run_1/port_trees.png
(4 px per um)
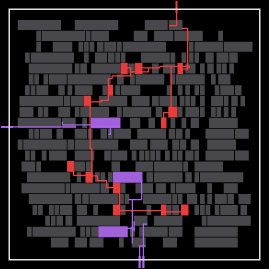
run_1/m1.png
(8 px per um) Supply wires on this layer in gray. Cells faint in the background.
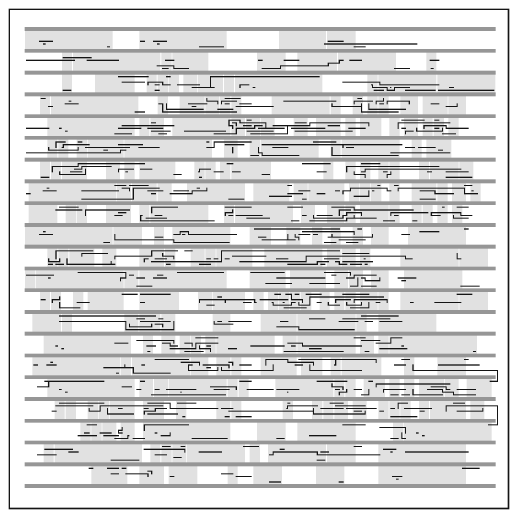
run_1/class_map.png
(6 px per um)
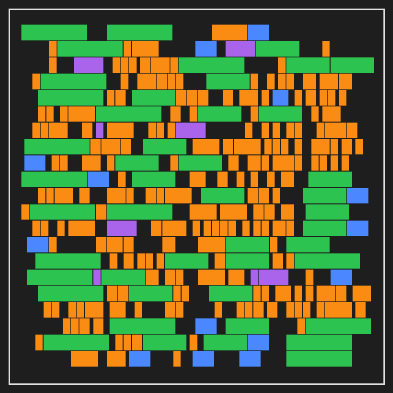
`src/rtl/parking_input_conditioner.sv`:
```
// rtl/parking_input_conditioner.sv - sync/debounce raw buttons and switches into spaced car_enter/car_exit requests
// Optional 2-flop input synchronisers are enabled by defining PARKING_INPUT_SYNC_EN.
module parking_input_conditioner #(
  parameter int DEBOUNCE_CYCLES = 16,
  parameter int HOLDOFF_CYCLES  = 4
) (
  input  logic       clk,
  input  logic       reset,
  input  logic       btn_enter_raw,
  input  logic       btn_exit_raw,
  input  logic [2:0] sw_sel_raw,
  output logic       car_enter,
  output logic       car_exit,
  output logic [2:0] car_sel,
  output logic       sel_error,
  output logic       busy
);

  localparam int CW = $clog2(DEBOUNCE_CYCLES);
  localparam logic [CW-1:0] CNT_MAX  = CW'(DEBOUNCE_CYCLES - 1);
  localparam logic [7:0]    HOLD_MAX = 8'(HOLDOFF_CYCLES - 1);

  typedef enum logic [1:0] {IDLE, ISSUE_ENTER, ISSUE_EXIT, HOLDOFF} state_t;

  logic [4:0] raw;
  logic [4:0] synced;
  logic [4:0] deb;
  logic [CW-1:0] cnt [5];
  logic [1:0] btn_d;
  logic       enter_pend;
  logic       exit_pend;
  logic [7:0] hcnt;
  state_t     state;
  logic       rise_enter;
  logic       rise_exit;
  logic       sel_onehot;

  // bit order: {sel[2:0], exit, enter}
  assign raw = {sw_sel_raw, btn_exit_raw, btn_enter_raw};

`ifdef PARKING_INPUT_SYNC_EN
  logic [4:0] meta;
  logic [4:0] sync2;

  always_ff @(posedge clk) begin
    if (!reset) begin
      meta  <= '0;
      sync2 <= '0;
    end else begin
      meta  <= raw;
      sync2 <= meta;
    end
  end

  assign synced = sync2;
`else
  assign synced = raw;
`endif

  always_ff @(posedge clk) begin
    if (!reset) begin
      deb <= '0;
      for (int i = 0; i < 5; i++) cnt[i] <= '0;
    end else begin
      for (int i = 0; i < 5; i++) begin
        if (synced[i] == deb[i]) begin
          cnt[i] <= '0;
        end else if (cnt[i] == CNT_MAX) begin
          deb[i] <= ~deb[i];
          cnt[i] <= '0;
        end else begin
          cnt[i] <= cnt[i] + 1'b1;
        end
      end
    end
  end

  assign rise_enter = deb[0] & ~btn_d[0];
  assign rise_exit  = deb[1] & ~btn_d[1];
  assign sel_onehot = (deb[4:2] == 3'b001) || (deb[4:2] == 3'b010) || (deb[4:2] == 3'b100);

  always_ff @(posedge clk) begin
    if (!reset) begin
      state      <= IDLE;
      btn_d      <= '0;
      enter_pend <= 1'b0;
      exit_pend  <= 1'b0;
      hcnt       <= '0;
      car_enter  <= 1'b0;
      car_exit   <= 1'b0;
      car_sel    <= 3'b000;
      sel_error  <= 1'b0;
      busy       <= 1'b0;
    end else begin
      btn_d     <= deb[1:0];
      car_enter <= 1'b0;
      car_exit  <= 1'b0;
      sel_error <= 1'b0;
      busy      <= (state != IDLE);

      // One-deep pending: a new edge while the flag is still set is dropped.
      if (rise_enter && !enter_pend) enter_pend <= 1'b1;
      else if (state == ISSUE_ENTER) enter_pend <= 1'b0;
      if (rise_exit && !exit_pend) exit_pend <= 1'b1;
      else if (state == ISSUE_EXIT) exit_pend <= 1'b0;

      case (state)
        IDLE: begin
          if (enter_pend) state <= ISSUE_ENTER;
          else if (exit_pend) state <= ISSUE_EXIT;
        end
        ISSUE_ENTER, ISSUE_EXIT: begin
          if (sel_onehot) begin
            car_sel   <= deb[4:2];
            car_enter <= (state == ISSUE_ENTER);
            car_exit  <= (state == ISSUE_EXIT);
          end else begin
            sel_error <= 1'b1;
          end
          hcnt  <= '0;
          state <= HOLDOFF;
        end
        HOLDOFF: begin
          // The IDLE decision is folded into the last holdoff cycle so back-to-back
          // requests are spaced exactly HOLDOFF_CYCLES+1 apart.
          if (hcnt == HOLD_MAX) begin
            hcnt <= '0;
            if (enter_pend) state <= ISSUE_ENTER;
            else if (exit_pend) state <= ISSUE_EXIT;
            else state <= IDLE;
          end else begin
            hcnt <= hcnt + 8'd1;
          end
        end
        default: state <= IDLE;
      endcase
    end
  end

endmodule
```
`config.mk`:
```
export PLATFORM = sky130hd
export DESIGN_NAME = parking_input_conditioner
export DESIGN_NICKNAME = d
export VERILOG_FILES = /design/src/rtl/parking_input_conditioner.sv
export SDC_FILE = /design/constraint.sdc
export NUM_CORES = 1
export LEC_CHECK = 0
export ABC_AREA = 1
export CAP_MARGIN = 30
export CORE_MARGIN = 1.5
export CORE_UTILIZATION = 61
export CTS_BUF_LIST = sky130_fd_sc_hd__clkbuf_8
export CTS_CLUSTER_DIAMETER = 40
export CTS_CLUSTER_SIZE = 12
export DETAILED_ROUTE_END_ITERATION = 10
export GPL_ROUTABILITY_DRIVEN = 0
export PLACE_DENSITY = 0.82
export SLEW_MARGIN = 20
export SYNTH_ARGS = -nofsm -noshare
export SYNTH_HDL_FRONTEND = slang
export SYNTH_SLANG_ARGS = --single-unit
```
`constraint.sdc`:
```
create_clock -name clk -period 2.5 [get_ports clk]
set_input_delay 0.375 -clock clk [delete_from_list [all_inputs] [get_ports clk]]
set_output_delay 0.375 -clock clk [all_outputs]
set_load 0.02 [all_outputs]
```
==> impl_metrics.tcl, run 1 <==
# metrics dict for downstream scripts
set metrics [dict create \
    ys_sh_simple 0.212 \
    rsz0062_at_grt "no" \
    hold_violations 0 \
    timing.final.ws_setup_ns 0.874 \
    final-clk-cell-share 0.0326 \
    synthAdderAreaFrac 0.0585 \
    comb-power_w 0.000423 \
    power.group.top "sequential cells" \
    maxSlewViolCount 0 \
    internal_power_w 0.00120 \
    swShare 0.307 \
    worstSetupEndpoint "car_sel[2]" \
    io_buffers 13 \
    clkLatencyLatePin_ns 0.29 \
    yosys-stat-cells 230 \
    first_iter_violations 59 \
    netlist_instances 230 \
    path_class "reg2out" \
    ys_top_logic_family "simple AND/OR/NAND/NOR gates" \
    nClkBuffers 5 \
    seq_power_w 0.000894 \
    cts_sinks 46 \
    synth_compound_gate_area_share 0.0860 \
    hold_path_depth 2 \
    r2r_end "hcnt[6]" \
    status "completed" \
    fin_crit_sh 0.650 \
    mostFrequentLayoutCell "nor2_1" \
    fmax_mhz 615 \
    ys_sh_xor 0.0573 \
    routed_wl_um 3210 \
    ctsResizeCount 0 \
    gr-usage-all-layers 0.189 \
    syn_to_final_growth_pct 14.9 \
]
Back to the opening pictures, port_trees.png:
`reset`: shown in red, bits 1, direction input, edge north, end cells 13, buffers 2, wire 133 um. `car_sel`: shown in purple, bits 3, direction output, edge 2 south, 1 west, end cells 3, buffers 3, wire 70.4 um.

Back to the opening pictures, m1.png:
The longest straight run is 17.5 um. The wires run mostly horizontal. 265 nets have wire on it.

Back to the opening pictures, class_map.png:
remaining buffers and delay cells: shown in blue, cells 14, share of their area 5.7%. registers: shown in green, cells 46, share of their area 47%. remaining logic cells: shown in orange, cells 200, share of their area 44%. clock drivers and dummy loads: shown in purple, cells 8, share of their area 3.3%.

[run 1: registers in the layout (all words and copies together), names as in the netlist]
signal      cells
cnt            20
hcnt            8
deb             5
car_sel         3
btn_d           2
state           2
busy            1
car_enter       1
car_exit        1
enter_pend      1
exit_pend       1
sel_error       1
[run 1: layer usage]
layer | part of all wire | up-vias | track usage
li1 | - | 808 | -
met1 | 0.45 | 677 | 0.223
met2 | 0.49 | 19 | 0.321
met3 | 0.039 | 7 | 0.0688
met4 | 0.017 | 0 | 0.0667
met5 | 0 | - | 0
[run 1: per-stage QoR]
step	utilization	hold WS (ns)
CTS	0.731	0.456
finish	0.731	0.455
floorplan	-	0.430
global placement	0.707	0.445
detailed placement	0.707	0.445
global route	0.731	0.491
run_1/placed.png
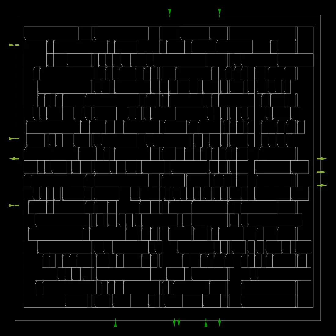

==> run 2, diff against run 1 <==
==> constraint.sdc (replaced) <==
create_clock -name clk -period 1.6 [get_ports clk]
set_input_delay 0.24 -clock clk [delete_from_list [all_inputs] [get_ports clk]]
set_output_delay 0.24 -clock clk [all_outputs]
set_load 0.02 [all_outputs]
run_2/placed.png
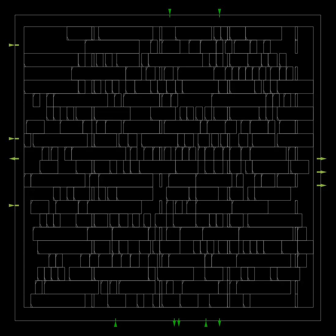
seq_cells: 46
flop share of the area: 0.442
Taps Inserted: 46

==> run 2 against run 1 <==
First-iteration DRC count down 17%. Clock power up 140%. Wire length up 5.1%. Sequential power up 57%. Hold slack better by 0.0090 ns. Final cell count up 0.96%. Critical path depth unchanged. Register-to-register slack worse by 0.78 ns. Non-clock buffer count up 3.
==> impl_metrics.tcl, run 2 <==
# metrics dict for downstream scripts
set metrics [dict create \
    mostFrequentLayoutCell "nor2_1" \
    comb-power_w 0.000724 \
    top_usage_layer "met2" \
    path_class "reg2out" \
    wl_met3_um 132 \
    largest_registers "cnt x20, hcnt x8, deb x5" \
    top_register "cnt" \
    first_iter_violations 49 \
    routed_wl_um 3380 \
    ctsResizeCount 0 \
    grt_util_met1 0.240 \
    internal_power_w 0.00226 \
    ys_sh_xor 0.0573 \
    met3_usage 0.0670 \
    met2_usage 0.348 \
    final_core_util 0.754 \
    worst_hold_slack_ns 0.464 \
    fin_crit_sh 0.946 \
    clkLatencyLatePin_ns 0.30 \
    wl_met1_um 1540 \
    status "completed" \
    syn_to_final_growth_pct 18.5 \
    synth_compound_gate_area_share 0.0860 \
    gr-usage-all-layers 0.205 \
    fmax_mhz 661 \
    seq_power_w 0.00140 \
    largest_register_ffs 20 \
    yosys-stat-cells 230 \
    synthAdderAreaFrac 0.0585 \
    maxSlewViolCount 0 \
]
run_2/port_trees.png
(4 px per um)
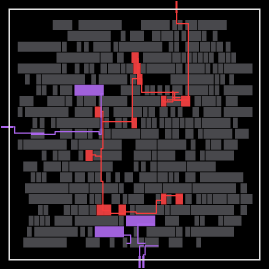
total I/O pin count: 14
Port Buffer Count: 13

==> run 2: cell counts after synthesis <==
No cell type changed its count.
==> run 2: area by class of cell <==
class / instances / area, um^2 / share of cell area
timing repair buffer: 17 / 160 / 0.0631
clock inverter: 3 / 63.8 / 0.0252
clock buffer: 5 / 68.8 / 0.0271
inverter: 27 / 101 / 0.0400
multi-input combinational: 173 / 963 / 0.380
sequential: 46 / 1120 / 0.442
tap: 46 / 57.6 / 0.0227
==> run 2: final timing paths <==
kind | from | end | slack (ns)
min reg2reg | deb[0] | btn_d[0] | 0.46
min | deb[0] | btn_d[0] | 0.46
max reg2reg | state[0] | hcnt[6] | 0.20
max | car_sel[2] | car_sel[2] | 0.09
==> run 2: tightest hold or removal path: stages (launching register included) <==
cell,delay [ns]
dfxtp_1,0.33
nand2_1,0.06
inv_1,0.03
Power figures rest on the tool's default switching activity, not on a simulated workload.
